--- src/rtl/RouterPkg.sv ---
// Router-wide shared types: node identifiers and the packet format carried between nodes.
package RouterPkg;

    localparam int NUM_NODES = 6;

    typedef enum logic [3:0] {
        NODE0 = 4'd0,
        NODE1 = 4'd1,
        NODE2 = 4'd2,
        NODE3 = 4'd3,
        NODE4 = 4'd4,
        NODE5 = 4'd5
    } node_t;

    typedef struct packed {
        node_t      dest;
        node_t      src;
        logic [7:0] payload;
    } pkt_t;

endpackage

--- src/rtl/input_queue_pkg.sv ---
// Local types for input_queue: occupancy state encoding and the destination legality check.
package input_queue_pkg;
    import RouterPkg::*;

    typedef enum logic [1:0] {
        EMPTY  = 2'd0,
        ACTIVE = 2'd1,
        FULL   = 2'd2
    } q_state_t;

    function automatic logic dest_valid(input node_t d);
        return int'(d) < NUM_NODES;
    endfunction

endpackage

--- src/rtl/input_queue_if.sv ---
// Link-side and routing-side handshake bundle for input_queue.
// Carries drop_count_out only when INPUT_QUEUE_DEST_CHECK_EN is defined.
interface input_queue_if #(parameter int DEPTH = 4);
    import RouterPkg::*;

    localparam int CW = $clog2(DEPTH) + 1;

    pkt_t          pkt_in;
    logic          pkt_valid_in;
    logic          pkt_ready_out;
    pkt_t          data_out;
    logic          data_ready_out;
    logic          data_routed_in;
    logic [CW-1:0] count_out;
`ifdef INPUT_QUEUE_DEST_CHECK_EN
    logic [7:0]    drop_count_out;
`endif

    modport master (
        output pkt_in, pkt_valid_in, data_routed_in,
        input  pkt_ready_out, data_out, data_ready_out, count_out
`ifdef INPUT_QUEUE_DEST_CHECK_EN
        , input drop_count_out
`endif
    );

    modport slave (
        input  pkt_in, pkt_valid_in, data_routed_in,
        output pkt_ready_out, data_out, data_ready_out, count_out
`ifdef INPUT_QUEUE_DEST_CHECK_EN
        , output drop_count_out
`endif
    );

endinterface

--- src/rtl/input_queue_ram.sv ---
// Packet storage for input_queue: DEPTH entries, one synchronous write port, one asynchronous read port.
module queue_ram
    import RouterPkg::*;
#(
    parameter int DEPTH = 4
) (
    input  logic                     clock,
    input  logic                     we,
    input  logic [$clog2(DEPTH)-1:0] waddr,
    input  pkt_t                     wdata,
    input  logic [$clog2(DEPTH)-1:0] raddr,
    output pkt_t                     rdata
);

    pkt_t mem [DEPTH];

    always_ff @(posedge clock) begin
        if (we) begin
            mem[waddr] <= wdata;
        end
    end

    assign rdata = mem[raddr];

endmodule

--- src/rtl/input_queue.sv ---
// Packet input FIFO with EMPTY/ACTIVE/FULL occupancy FSM; storage lives in queue_ram.
// Optional INPUT_QUEUE_DEST_CHECK_EN drops packets with an unknown destination and counts them.
module input_queue
    import RouterPkg::*;
    import input_queue_pkg::*;
#(
    parameter int DEPTH = 4
) (
    input logic          clock,
    input logic          reset_n,
    input_queue_if.slave q
);

    localparam int AW = $clog2(DEPTH);
    localparam int CW = AW + 1;

    q_state_t      state;
    logic [AW-1:0] wr_ptr;
    logic [AW-1:0] rd_ptr;
    logic [CW-1:0] count;
    pkt_t          rd_data;
    logic          accept;
    logic          push;
    logic          pop;

    // Handshake status decodes from registered state only; no input reaches these outputs.
    assign q.pkt_ready_out  = (state != FULL);
    assign q.data_ready_out = (state != EMPTY);
    assign q.count_out      = count;
    assign q.data_out       = (state == EMPTY) ? '0 : rd_data;

    assign accept = q.pkt_valid_in && q.pkt_ready_out;
    assign pop    = q.data_routed_in && q.data_ready_out;

`ifdef INPUT_QUEUE_DEST_CHECK_EN
    logic       dest_ok;
    logic [7:0] drop_count;

    // A bad-destination packet still completes the handshake but is never written.
    assign dest_ok = dest_valid(q.pkt_in.dest);
    assign push    = accept && dest_ok;

    always_ff @(posedge clock or negedge reset_n) begin
        if (!reset_n) begin
            drop_count <= '0;
        end else if (accept && !dest_ok && (drop_count != '1)) begin
            drop_count <= drop_count + 1'b1;
        end
    end

    assign q.drop_count_out = drop_count;
`else
    assign push = accept;
`endif

    always_ff @(posedge clock or negedge reset_n) begin
        if (!reset_n) begin
            state  <= EMPTY;
            wr_ptr <= '0;
            rd_ptr <= '0;
            count  <= '0;
        end else begin
            if (push) begin
                wr_ptr <= wr_ptr + 1'b1;
            end
            if (pop) begin
                rd_ptr <= rd_ptr + 1'b1;
            end
            case (state)
                EMPTY: begin
                    if (push) begin
                        state <= ACTIVE;
                        count <= CW'(1);
                    end
                end
                ACTIVE: begin
                    if (push && !pop) begin
                        count <= count + 1'b1;
                        if (count == CW'(DEPTH - 1)) begin
                            state <= FULL;
                        end
                    end else if (pop && !push) begin
                        count <= count - 1'b1;
                        if (count == CW'(1)) begin
                            state <= EMPTY;
                        end
                    end
                end
                FULL: begin
                    if (pop) begin
                        state <= ACTIVE;
                        count <= count - 1'b1;
                    end
                end
                default: begin
                    state <= EMPTY;
                    count <= '0;
                end
            endcase
        end
    end

    queue_ram #(
        .DEPTH(DEPTH)
    ) u_ram (
        .clock (clock),
        .we    (push),
        .waddr (wr_ptr),
        .wdata (q.pkt_in),
        .raddr (rd_ptr),
        .rdata (rd_data)
    );

endmodule

--- src/flat_wrapper.sv ---
// flat-port wrapper written by rule: the top's interface ports become plain ports
module input_queue_flat import RouterPkg::*; import input_queue_pkg::*;
#(
    parameter int DEPTH = 4
)
  (clock, reset_n, q_pkt_in, q_pkt_valid_in, q_data_routed_in, q_pkt_ready_out, q_data_out, q_data_ready_out, q_count_out);
  input_queue_if #(.DEPTH(DEPTH)) q_i ();
  input logic clock;
  input logic reset_n;
  input wire logic [$bits(q_i.pkt_in)-1:0] q_pkt_in;
  input wire logic [$bits(q_i.pkt_valid_in)-1:0] q_pkt_valid_in;
  input wire logic [$bits(q_i.data_routed_in)-1:0] q_data_routed_in;
  output wire logic [$bits(q_i.pkt_ready_out)-1:0] q_pkt_ready_out;
  output wire logic [$bits(q_i.data_out)-1:0] q_data_out;
  output wire logic [$bits(q_i.data_ready_out)-1:0] q_data_ready_out;
  output wire logic [$bits(q_i.count_out)-1:0] q_count_out;
  assign q_i.pkt_in = q_pkt_in;
  assign q_i.pkt_valid_in = q_pkt_valid_in;
  assign q_i.data_routed_in = q_data_routed_in;
  assign q_pkt_ready_out = q_i.pkt_ready_out;
  assign q_data_out = q_i.data_out;
  assign q_data_ready_out = q_i.data_ready_out;
  assign q_count_out = q_i.count_out;
  input_queue #(.DEPTH(DEPTH)) u_core (.clock(clock), .reset_n(reset_n), .q(q_i));
endmodule
--- config.mk ---
export PLATFORM = sky130hd
export DESIGN_NAME = input_queue_flat
export DESIGN_NICKNAME = d
export VERILOG_FILES = /design/src/rtl/RouterPkg.sv /design/src/rtl/input_queue_pkg.sv /design/src/rtl/input_queue_if.sv /design/src/rtl/input_queue_ram.sv /design/src/rtl/input_queue.sv /design/src/flat_wrapper.sv
export SDC_FILE = /design/constraint.sdc
export NUM_CORES = 1
export LEC_CHECK = 0
export ABC_AREA = 1
export CAP_MARGIN = 30
export CORE_MARGIN = 2
export CORE_UTILIZATION = 23
export CTS_BUF_LIST = sky130_fd_sc_hd__clkbuf_4
export DETAILED_ROUTE_END_ITERATION = 7
export PLACE_DENSITY_LB_ADDON = 0.1
export REMOVE_ABC_BUFFERS = 1
export SETUP_SLACK_MARGIN = 0.5
export SYNTH_ARGS = -nofsm -noshare
export SYNTH_HDL_FRONTEND = slang
export SYNTH_SLANG_ARGS = --single-unit
--- constraint.sdc ---
create_clock -name clock -period 4.7 [get_ports clock]
set_input_delay 1.175 -clock clock [delete_from_list [all_inputs] [get_ports clock]]
set_output_delay 1.175 -clock clock [all_outputs]
set_load 0.01 [all_outputs]
==> flow_summary_export.csv, run 1 <==
group,metric,value,unit
outcome,status,"completed",
synthesis,ys.flops,73,
cts,cts.path.max_buffers,2,
global_route,use_met3,2.49,%
route,drc_errors,0,
layout,design_area,3860,sq um
sta,post-route-period-util,80.8,%
route,wl_per_cell,14.6,microns
synthesis,ys.flop_type,"edfxtp_1",
global_route,grt.overflow.total,0,
setup_path,start_kind,"register",
layout,antenna_cells,0,
hold_path,hold_end,"u_core.q.count_out[1]$_DFFE_PN0P_",
job,cap_violations,0,
cts,cts.clk_slew.worst_paths,0.11,ns
synthesis,synthMuxAreaShare,0,%
setup_path,crit_start,"u_core.rd_ptr[0]$_DFFE_PN0P_",
sta,skew,0.0139,ns
route,ant_nets,0,
sta,period_needed,3.80,ns
sta,clock.fmax,263,MHz
power_and_ir_drop,seq-power,0.965,mW
die,chipWidth,121,microns
layout,largest_reg_flops,64,
layout,final_nets,346,
cts,cts_buffers,9,
global_route,grt_max_degree,33,
cts,clock_latency,0.41,ns
global_route,grt_use_total,10.7,%
layout,lay_top_count,"nor2_1",
setup_path,reg2reg_slack,2.94,ns
synthesis,ys_cells,273,
global_route,met2_usage,16.0,%
power_and_ir_drop,power.density,584,nW/um^2
synthesis,synth_cell_types,24,
synthesis,simple_gate_area_share,13.7,%
synthesis,largest_area_cell,"edfxtp_1",
synthesis,ys_area,3150,sq um
route,viasPerCell,4.13,
layout,fin_cells,497,
synthesis,synthCells,273,
power_and_ir_drop,total_power,2.26,mW
synthesis,synthAdderAreaFrac,3.49,%
synthesis,synth-async-reset-ratio,12.3,%
cts,clkSinkCount,73,
cts,cts_hold_buf,0,
hold_path,min_path_type,"reg2reg",
cts,htreeDepth,3,
layout,seq_cell_count,73,
die,die_area,14700,sq um
Fig. 1: run 1, routed clock nets over the placement
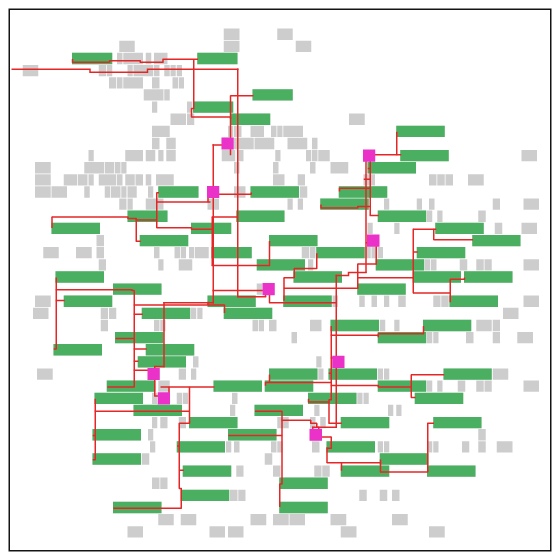
magenta -> clock-net drivers  # count 9
red -> clock wires  # length 1030 microns
green -> flip-flops  # count 73
routed clock nets = 10

Fig. 2: run 1, wiring by layer
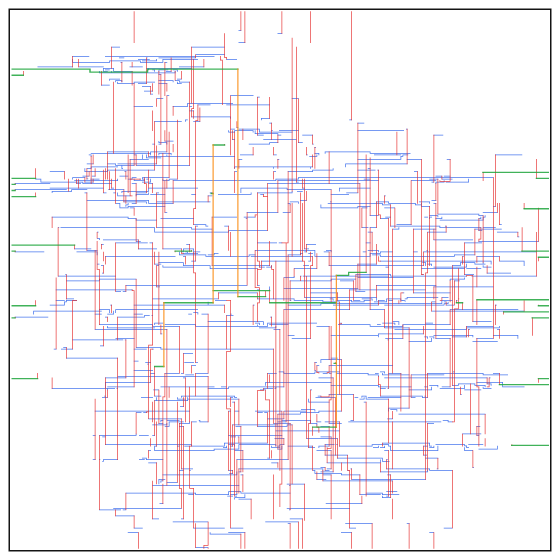
green -> M3  # wire length 244 microns
orange -> M4  # wire length 135 microns
red -> M2  # wire length 3230 microns
blue -> M1  # wire length 3650 microns

Fig. 3: run 1, placed cells, one colour a class
Scale bar: 20 microns.
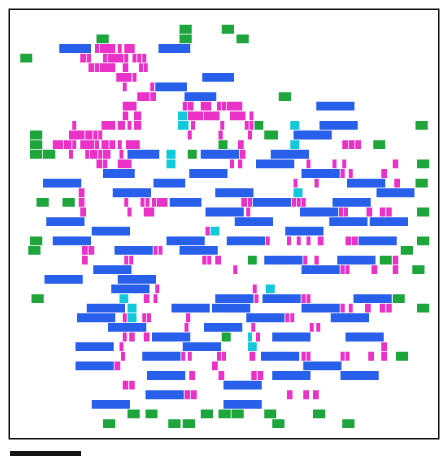
blue -> registers  # cells 73
cyan -> clock drivers and dummy loads  # cells 14
green -> remaining buffers and delay cells  # cells 46
magenta -> remaining logic cells  # cells 188
# rows: 42
core region area: 13300 sq um

Fig. 4: run 1, congestion heat map
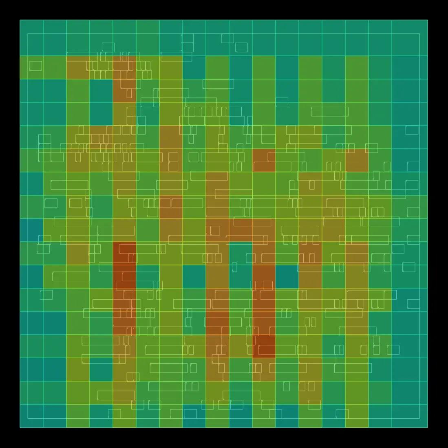

==> run 2: changes to the inputs <==
==> constraint.sdc (replaced) <==
create_clock -name clock -period 3.2 [get_ports clock]
set_input_delay 0.8 -clock clock [delete_from_list [all_inputs] [get_ports clock]]
set_output_delay 0.8 -clock clock [all_outputs]
set_load 0.01 [all_outputs]
Fig. 5: run 2, congestion heat map
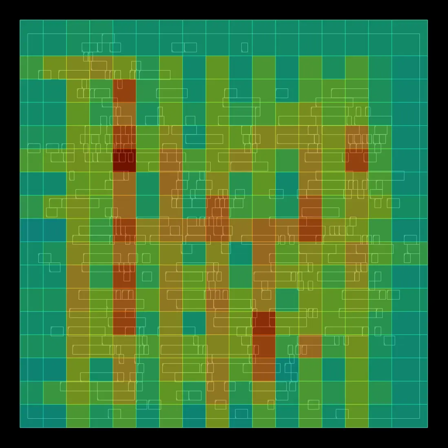
final core area utilization: 30.1%
WL/cell: 14.3 microns
GR met1 Demand/Resource: 14.5%

Fig. 6: run 2, power grid
Scale bar: 20 microns. Pins as bars on the die edge. Tap cells in grey.
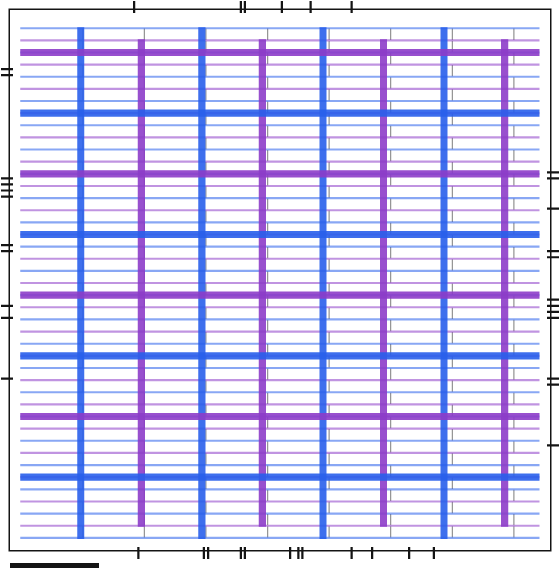
purple -> VDD
blue -> VSS
tap cells = 176
met4 straps = 8
signal pins = 41

==> flow_summary_export.csv, run 2 <==
group,metric,value,unit
outcome,status,"completed",
synthesis,simple_gate_area_share,13.7,%
layout,fin_cells,509,
setup_path,reg2reg_slack,1.75,ns
setup_path,crit_start,"u_core.rd_ptr[0]$_DFFE_PN0P_",
synthesis,ys.flops,73,
sta,clock.fmax,387,MHz
die,core-area,13300,sq um
synthesis,synthMuxAreaShare,0,%
cts,cts.clk_slew.worst_paths,0.12,ns
layout,lay_top_count,"nor2_1",
cts,cts_buffers,9,
layout,antenna_cells,0,
layout,seq_cell_count,73,
global_route,grt_use_total,11.0,%
global_route,grt_max_degree,33,
sta,skew,0.0156,ns
synthesis,synth-async-reset-ratio,12.3,%
synthesis,ys.flop_type,"edfxtp_1",
synthesis,synthCells,273,
global_route,grt.overflow.total,0,
power_and_ir_drop,power.density,890,nW/um^2
job,cap_violations,0,
route,drc_errors,0,
global_route,met2_usage,16.7,%
route,ant_nets,0,
global_route,use_met3,2.77,%
synthesis,largest_area_cell,"edfxtp_1",
synthesis,ys_cells,273,
hold_path,min_path_type,"reg2reg",
layout,largest_reg_flops,64,
die,chipWidth,121,microns
route,viasPerCell,4.09,
cts,clkSinkCount,73,
hold_path,hold_end,"u_core.q.count_out[1]$_DFFE_PN0P_",
die,die_area,14700,sq um
cts,clock_latency,0.43,ns
power_and_ir_drop,seq-power,1.36,mW
cts,cts_hold_buf,0,
synthesis,synth_cell_types,24,
synthesis,synthAdderAreaFrac,3.49,%
Fig. 7: run 2, routed clock nets over the placement
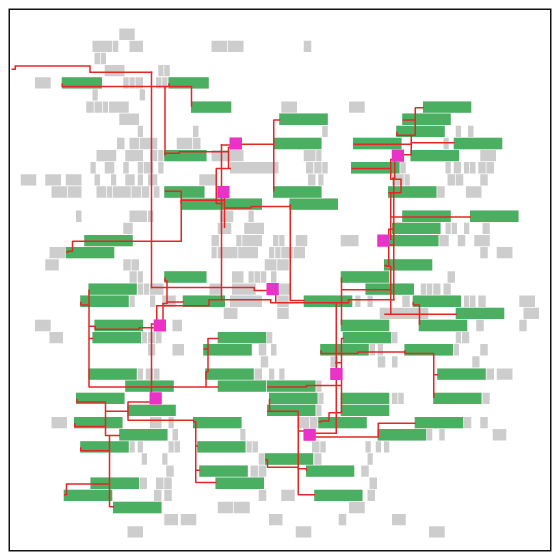
green -> flip-flops  # count 73
magenta -> clock-net drivers  # count 9
red -> clock wires  # length 1040 microns
routed clock nets = 10

Power and IR drop assume default switching activity.
